clock_wires.png
Scale bar: 20 µm.
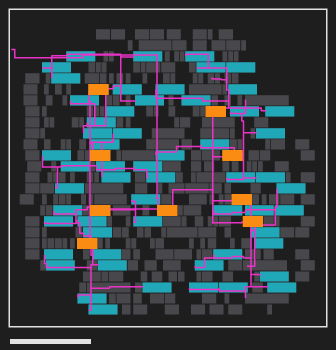
placed.png
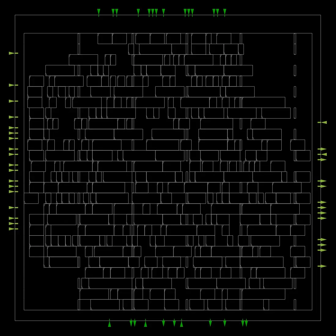
ff_map.png
Scale bar: 20 µm. Other sequential cells in the stronger gray, the rest of the logic in the fainter gray.
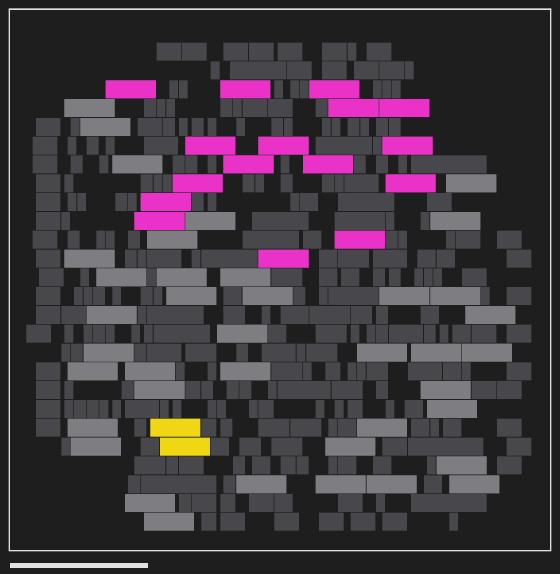
route_heat.png
16 x 16 tiles, from dark blue (low) to red (high), scaled to the fullest tile. Values are wire area over tile area, all layers added.
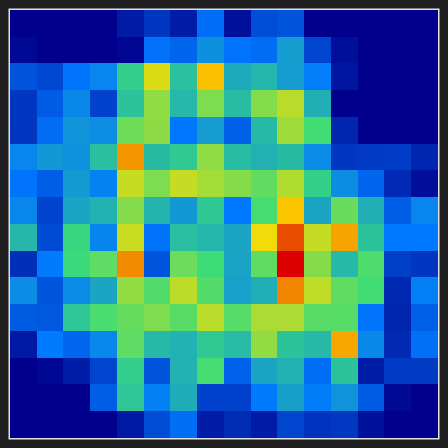
sizing.png
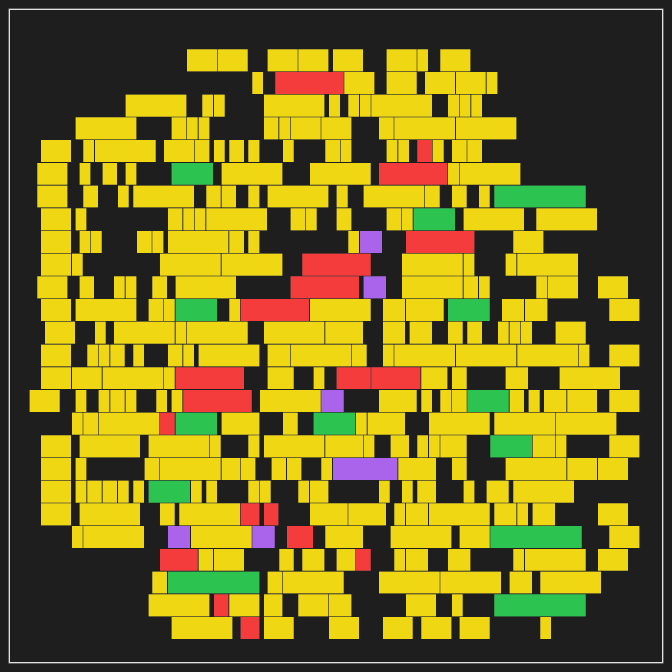
$ cat config.mk
export PLATFORM = sky130hd
export DESIGN_NAME = rca_seq_ctrl
export DESIGN_NICKNAME = d
export VERILOG_FILES = /design/src/rtl/rca_seq_pkg.sv /design/src/rtl/rca_seq_ctrl_nibble_add.sv /design/src/rtl/rca_seq_ctrl.sv
export SDC_FILE = /design/constraint.sdc
export NUM_CORES = 1
export LEC_CHECK = 0
export CORE_MARGIN = 2
export CORE_UTILIZATION = 45
export CTS_CLUSTER_SIZE = 10
export DETAILED_ROUTE_END_ITERATION = 10
export GPL_TIMING_DRIVEN = 1
export PLACE_DENSITY = 0.74
export RECOVER_POWER = 100
export SLEW_MARGIN = 5
export SYNTH_ARGS = -nofsm -noshare
export SYNTH_HDL_FRONTEND = slang
export SYNTH_SLANG_ARGS = --single-unit
$ cat constraint.sdc
create_clock -name clk -period 2.62 [get_ports clk]
set_input_delay 0.524 -clock clk [delete_from_list [all_inputs] [get_ports clk]]
set_output_delay 0.524 -clock clk [all_outputs]
set_load 0.03 [all_outputs]
$ cat src/rtl/rca_seq_pkg.sv
// Shared constants for the nibble-serial ripple-carry adder sequencer.
package rca_seq_pkg;

    localparam int unsigned NIBBLE_W = 4;

    typedef logic [1:0] state_t;

    localparam state_t ST_IDLE = 2'd0;
    localparam state_t ST_RUN  = 2'd1;
    localparam state_t ST_DONE = 2'd2;

endpackage

$ cat src/rtl/rca_seq_ctrl_nibble_add.sv
// Combinational 4-bit ripple-carry slice shared by every nibble of a wide add.
module nibble_add
    import rca_seq_pkg::*;
(
    input  logic [NIBBLE_W-1:0] a4,
    input  logic [NIBBLE_W-1:0] b4,
    input  logic                ci,
    output logic [NIBBLE_W-1:0] s4,
    output logic                co
);

    assign {co, s4} = {1'b0, a4} + {1'b0, b4} + {{NIBBLE_W{1'b0}}, ci};

endmodule

$ cat src/rtl/rca_seq_ctrl.sv
// Wide adder built by iterating one nibble slice LSB-first with a registered carry.
// Optional subtract mode (a - b) is enabled by defining RCA_SEQ_SUB_EN.
module rca_seq_ctrl
    import rca_seq_pkg::*;
#(
    parameter int unsigned NIBBLES = 4
) (
    input  logic                     clk,
    input  logic                     rst,
    input  logic                     start_valid,
    output logic                     start_ready,
    input  logic [4*NIBBLES-1:0]     a,
    input  logic [4*NIBBLES-1:0]     b,
    input  logic                     cin,
`ifdef RCA_SEQ_SUB_EN
    input  logic                     op_sub,
`endif
    output logic                     res_valid,
    input  logic                     res_ready,
    output logic [4*NIBBLES-1:0]     sum,
    output logic                     cout,
    output logic                     busy
);

    localparam int unsigned W     = NIBBLE_W * NIBBLES;
    localparam int unsigned IDX_W = (NIBBLES > 1) ? $clog2(NIBBLES) : 1;

    state_t           state_q, state_d;
    logic [IDX_W-1:0] idx_q, idx_d;
    logic [W-1:0]     a_q, a_d;
    logic [W-1:0]     b_q, b_d;
    logic             c_q, c_d;
    logic [W-1:0]     sum_q, sum_d;
    logic             cout_q, cout_d;
    logic             start_ready_q, start_ready_d;
    logic             res_valid_q, res_valid_d;
    logic             busy_q, busy_d;
`ifdef RCA_SEQ_SUB_EN
    logic             op_sub_q, op_sub_d;
`endif

    logic [NIBBLE_W-1:0] slice_a, slice_b, slice_s;
    logic                slice_co;

    assign slice_a = a_q[idx_q*NIBBLE_W +: NIBBLE_W];
`ifdef RCA_SEQ_SUB_EN
    // Subtraction is a + ~b + 1; the +1 comes from the carry seeded at accept.
    assign slice_b = b_q[idx_q*NIBBLE_W +: NIBBLE_W] ^ {NIBBLE_W{op_sub_q}};
`else
    assign slice_b = b_q[idx_q*NIBBLE_W +: NIBBLE_W];
`endif

    nibble_add u_slice (
        .a4 (slice_a),
        .b4 (slice_b),
        .ci (c_q),
        .s4 (slice_s),
        .co (slice_co)
    );

    always_comb begin
        state_d  = state_q;
        idx_d    = idx_q;
        a_d      = a_q;
        b_d      = b_q;
        c_d      = c_q;
        sum_d    = sum_q;
        cout_d   = cout_q;
`ifdef RCA_SEQ_SUB_EN
        op_sub_d = op_sub_q;
`endif
        case (state_q)
            ST_IDLE: begin
                if (start_valid && start_ready_q) begin
                    a_d     = a;
                    b_d     = b;
                    c_d     = cin;
                    idx_d   = '0;
                    state_d = ST_RUN;
`ifdef RCA_SEQ_SUB_EN
                    op_sub_d = op_sub;
                    if (op_sub) begin
                        c_d = 1'b1;
                    end
`endif
                end
            end
            ST_RUN: begin
                sum_d[idx_q*NIBBLE_W +: NIBBLE_W] = slice_s;
                c_d   = slice_co;
                idx_d = idx_q + 1'b1;
                if (idx_q == IDX_W'(NIBBLES - 1)) begin
                    idx_d   = '0;
                    cout_d  = slice_co;
                    state_d = ST_DONE;
                end
            end
            ST_DONE: begin
                if (res_ready) begin
                    state_d = ST_IDLE;
                end
            end
            default: begin
                state_d = ST_IDLE;
            end
        endcase

        // Handshake/status outputs are registered from the next state.
        start_ready_d = (state_d == ST_IDLE);
        res_valid_d   = (state_d == ST_DONE);
        busy_d        = (state_d != ST_IDLE);
    end

    always_ff @(posedge clk) begin
        if (rst) begin
            state_q       <= ST_IDLE;
            idx_q         <= '0;
            a_q           <= '0;
            b_q           <= '0;
            c_q           <= 1'b0;
            sum_q         <= '0;
            cout_q        <= 1'b0;
            start_ready_q <= 1'b0;
            res_valid_q   <= 1'b0;
            busy_q        <= 1'b0;
`ifdef RCA_SEQ_SUB_EN
            op_sub_q      <= 1'b0;
`endif
        end else begin
            state_q       <= state_d;
            idx_q         <= idx_d;
            a_q           <= a_d;
            b_q           <= b_d;
            c_q           <= c_d;
            sum_q         <= sum_d;
            cout_q        <= cout_d;
            start_ready_q <= start_ready_d;
            res_valid_q   <= res_valid_d;
            busy_q        <= busy_d;
`ifdef RCA_SEQ_SUB_EN
            op_sub_q      <= op_sub_d;
`endif
        end
    end

    assign start_ready = start_ready_q;
    assign res_valid   = res_valid_q;
    assign busy        = busy_q;
    assign sum         = sum_q;
    assign cout        = cout_q;

endmodule

==> run notes <==
Results of the run.

The run finished with clean final reports. The largest net degree at the start of global routing is 34. The met3 demand-to-capacity share in global routing is 0.04023.

The required time at the worst endpoint is listed as 2.83 ns. The number of global-route vias before repair is 1928. The final setup violation count is 0. In this run the full chip footprint comes out at 6100 µm². The share of total power dissipated in combinational logic is 0.111.

Following the worst setup path forward leads to its endpoint at sum[10]$_SDFFE_PP0P_. The layout summary lists the proportion of cells stronger than drive strength 1 as 0.1141. Looking at the clock tree report, the H-tree level count equals 3. The signal on the critical path passes through mux4_2 -> fa_1 -> fa_1 -> xor2_2 -> a22oi_1 -> nor2_1. TritonCTS created 9 clock buffers. The first-pass GRT wire length is between 9000 and 10000 µm.

Setup slack on the worst reg-to-reg path comes out at about 0.13 ns. STA shows the worst min-delay path finishing at b_q[10]$_SDFFE_PP0P_. Summed over all nets, the switching power comes to 494.7 µW. After detailed routing, the wire length on met1 is 2600 µm.

Setup repair after global routing left no endpoint under its margin. In this run, the synthesized area fraction spent on adder and majority cells is recorded as 0.06177. Clock latency on the worst-skew pair, taken at its later pin, is approximately 0.33 ns. Total global-route track usage over all layers is 0.1892. According to the CTS report, the clock sink count is about 57. The count of mapped cells out of synthesis is 270. In this run, power in combinational logic comes to 248 µW. The leakage power of the design is approximately 1.3 nW. Post-CTS repair changed the size of 0 cells. The highest metal layer carrying signal wires in the routed design is met4. The timing report notes that buffer and inverter cells on the critical path total 0.

Looking at the max-slew report, the worst-margin pin has a slew of ~0.76 ns. The worst-case max-slew headroom was logged as 0.4903. Hold is met by 0.4539 ns. The cell-mix breakdown from Yosys lists the simple-gate area share as 0.2111. According to the finish report, the design has a final net count of 376. The number of buffers on the longest clock path is 2. The average wire per cell in the routed design is 13.91 µm. The chip area from the yosys synthesis statistics is between 2000 and 2500 µm². The peak-usage layer in the global routing report is met2. The type of the setup path with the least slack is flip-flop to flip-flop.

STA lists the startpoint of the worst register-to-register path as idx_q[0]$_SDFFE_PP0P_. around 57 I/O pins were placed. In the log, the iteration count for the first detailed-route pass is 4.

The final weighted congestion of routability-driven global placement is ~0.8. The critical path startpoint category is a flip-flop. Per the repair_timing log after CTS, setup buffers inserted total 0.
## Picture notes: clock_wires.png
Cyan stands for flip-flops, count 57. Magenta stands for clock wires, length 676 µm. Orange stands for clock-net drivers, count 9.
There are 10 routed clock nets. Position of the flops: all over the die.

## Picture notes: placed.png
standard-cell row count: 26
post-layout util: 0.6363
Tap Count: 70

## Picture notes: ff_map.png
Yellow stands for state_q, sequential cells 2. Magenta stands for b_q, sequential cells 16, where top center.
sequential cell area: 1141 µm²
Seq power: 922 µW

## Picture notes: route_heat.png
The mean over all tiles is 0.15. The fullest tile reaches 0.48. 23% of the tiles are over half the peak.

## Picture notes: sizing.png
Red stands for x2, cells 19, most used mux4_2. Yellow stands for x1 and smaller, cells 295, most used nand2_1. Purple stands for x3 and x4, cells 6, most used buf_4. Green stands for x6 and larger, cells 13, most used clkbuf_8.
area growth from synthesis to layout: 34.03%
number of signal-net buffers in the layout: 63

-- layout make-up --
| type | instances | area [µm²] |
|---|---|---|
| flip-flops and latches | 57 | 1141 |
| fillers | 471 | 1893 |
| well taps | 70 | 87.58 |
| clock buffers | 10 | 127.6 |
| clock inverters | 6 | 130.1 |
| repair buffers | 63 | 603.1 |
| multi-input cells | 195 | 1215 |
| inverters | 2 | 7.507 |
-- sequential cells by signal (all words and copies together), names as in the netlist, 2 cells and up --
signal,count
state_q,2
sum,16
a_q,16
idx_q,2
b_q,16
-- cell usage in the layout, fill, tap and decap left out, types with 2 or more instances in the layout --
| master | count |
|---|---|
| sky130_fd_sc_hd__dlygate4sd3_1 | 21 |
| sky130_fd_sc_hd__nand3_1 | 4 |
| sky130_fd_sc_hd__clkdlybuf4s50_1 | 34 |
| sky130_fd_sc_hd__a22oi_1 | 12 |
| sky130_fd_sc_hd__buf_4 | 5 |
| sky130_fd_sc_hd__inv_1 | 2 |
| sky130_fd_sc_hd__fa_1 | 2 |
| sky130_fd_sc_hd__ha_1 | 9 |
| sky130_fd_sc_hd__dfxtp_1 | 57 |
| sky130_fd_sc_hd__a21oi_1 | 42 |
| sky130_fd_sc_hd__and3_1 | 3 |
| sky130_fd_sc_hd__bufinv_16 | 4 |
| sky130_fd_sc_hd__a211oi_1 | 2 |
| sky130_fd_sc_hd__nor2_1 | 19 |
| sky130_fd_sc_hd__clkbuf_8 | 9 |
| sky130_fd_sc_hd__mux4_2 | 8 |
| sky130_fd_sc_hd__clkbuf_2 | 2 |
| sky130_fd_sc_hd__nand2_1 | 75 |
| sky130_fd_sc_hd__clkinv_2 | 2 |
Power figures rest on the tool's default switching activity, not on a simulated workload.
